==> images/clock_wires.png <==
Drawn at 4 px/um.
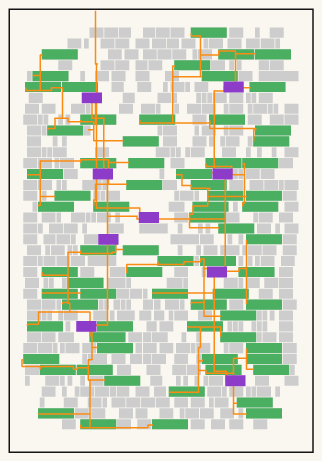
==> images/port_trees.png <==
Drawn at 3 px/um.
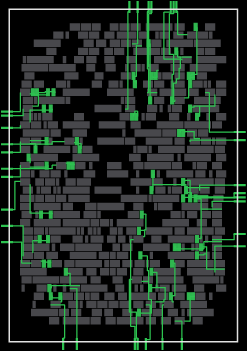
==> images/clock_nets.png <==
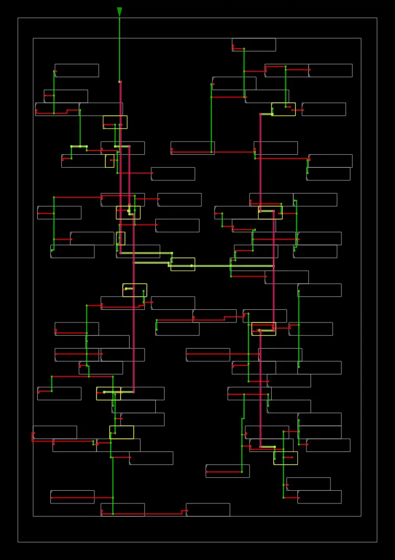
==> images/m2.png <==
Drawn at 4 px/um. Cells faint in the background.
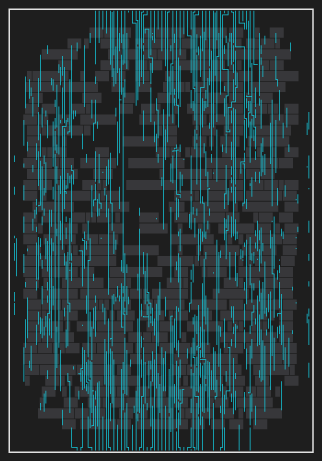
==> config.mk <==
export PLATFORM = sky130hd
export DESIGN_NAME = imem_read_arbiter
export DESIGN_NICKNAME = d
export VERILOG_FILES = /design/src/rtl/imem_read_arbiter.sv
export SDC_FILE = /design/constraint.sdc
export NUM_CORES = 1
export LEC_CHECK = 0
export CORE_ASPECT_RATIO = 1.5
export CORE_MARGIN = 3
export CORE_UTILIZATION = 46
export CTS_CLUSTER_DIAMETER = 120
export CTS_CLUSTER_SIZE = 12
export DETAILED_ROUTE_END_ITERATION = 10
export GPL_TIMING_DRIVEN = 0
export PLACE_DENSITY = 0.86
export SYNTH_ARGS = -nofsm -noshare
export SYNTH_HDL_FRONTEND = slang
export SYNTH_SLANG_ARGS = --single-unit
export TNS_END_PERCENT = 10
==> constraint.sdc <==
create_clock -name clk -period 3.9 [get_ports clk]
set_input_delay 0.78 -clock clk [delete_from_list [all_inputs] [get_ports clk]]
set_output_delay 0.78 -clock clk [all_outputs]
set_load 0.02 [all_outputs]
==> results.tsv <==
metric	value	unit
most frequent cells after synthesis	72 x dfrtp_1, 68 x inv_1, 65 x mux2i_1, 64 x nand2_1, 12 x a22o_1	
pre-CTS setup slack	0.395	ns
Gate power share	26.1	%
core footprint	6940	um^2
Tapcells	78	
Slew HR	66.3	%
Sw Ratio	28.7	%
Top cell excl fill/tap	clkdlybuf4s50_1	
logic share of the area	22.4	%
PD cells	356	nW/um^2
syn_area_per_cell	10.5	um^2
worst-margin pin slew	0.504	ns
status	completed	
mux share	19.5	%
Hold Crit Class	input pin to asynchronous set/reset pin	
die area	8340	um^2
count leader, synth	dfrtp_1	
ys flops	72	
Final ANT Viol Nets	0	
hpwl dp	6460	um
Tool Warnings	27	
# Max-Cap Violations	0	
Distinct cells, synth	21	
setup slack, reg-to-reg	2.27	ns
largest net degree at the start of global routing	73	
Clk network pwr share	27.1	%
Critical Path RT	3.12	ns
fin area	5030	um^2
placed cell areas	4880	um^2
ant diodes	0	
ys flop type	dfrtp_1	
top comb family, area	multiplexers	
Synthesized Nets	380	
cell taking the most area after synthesis	dfrtp_1	
Seq. pwr	0.000838	W
sequential-to-total area share from yosys stat	53.9	%
Cell Int Power	0.00128	W
top logic cells by instance count in the layout	141 x clkdlybuf4s50_1, 72 x dfrtp_1, 68 x inv_1	
Back to the opening pictures, clock_wires.png:
- clock wires: orange (length 875 um)
- clock-net drivers: purple (count 9)
- flip-flops: green (count 72)
- routed clock nets: 10
clk_skew: 0.00539 ns
Power Clock: 0.000485 W
clk ins delay skew pair: 0.34 ns

Back to the opening pictures, port_trees.png:
- rom_rdata: green (bits 32; direction input; end cells 64; buffers 32; wire 956 um)
Top-Level Pins: 143
Port Buffer Count: 142

Back to the opening pictures, clock_nets.png:
total clock sinks: 72
number of CTS-inserted buffers: 9
# clk buffers: 10
Flops: 72

Back to the opening pictures, m2.png:
- wire length on this layer: 4700 um
- nets with wire on the layer: 482
- main direction: vertical
- share of all routed wire: 55%
final wirelength: 8540 um
routing usage on met2: 38.0%

metrics by stage:
stage	TNS, ns	std cells	hold WS (ns)	power, W
floorplan	0	317	0.454	0.00106
global placement	-29.76	537	0.467	0.00131
detailed placement	0	538	0.488	0.00132
CTS	0	550	0.436	0.00181
global route	0	550	0.443	0.00187
finish	0	550	0.431	0.00179
critical path: cells and delay by family:
family | cells | cell delay [ns]
buffers and inverters | 4 | 1.42
and+or+nand+nor | 2 | 0.36
AOI/OAI and AO/OA | 1 | 0.15
routing by layer:
| metal | part of all wire (%) | vias up | track usage (%) |
|---|---|---|---|
| li1 | - | 1285 | - |
| met1 | 37 | 1297 | 24.3 |
| met2 | 55 | 95 | 38.0 |
| met3 | 4.9 | 21 | 3.63 |
| met4 | 2.9 | 0 | 11.6 |
| met5 | 0 | - | 0 |
No activity file was given, so power comes from the tool's default toggle rates.
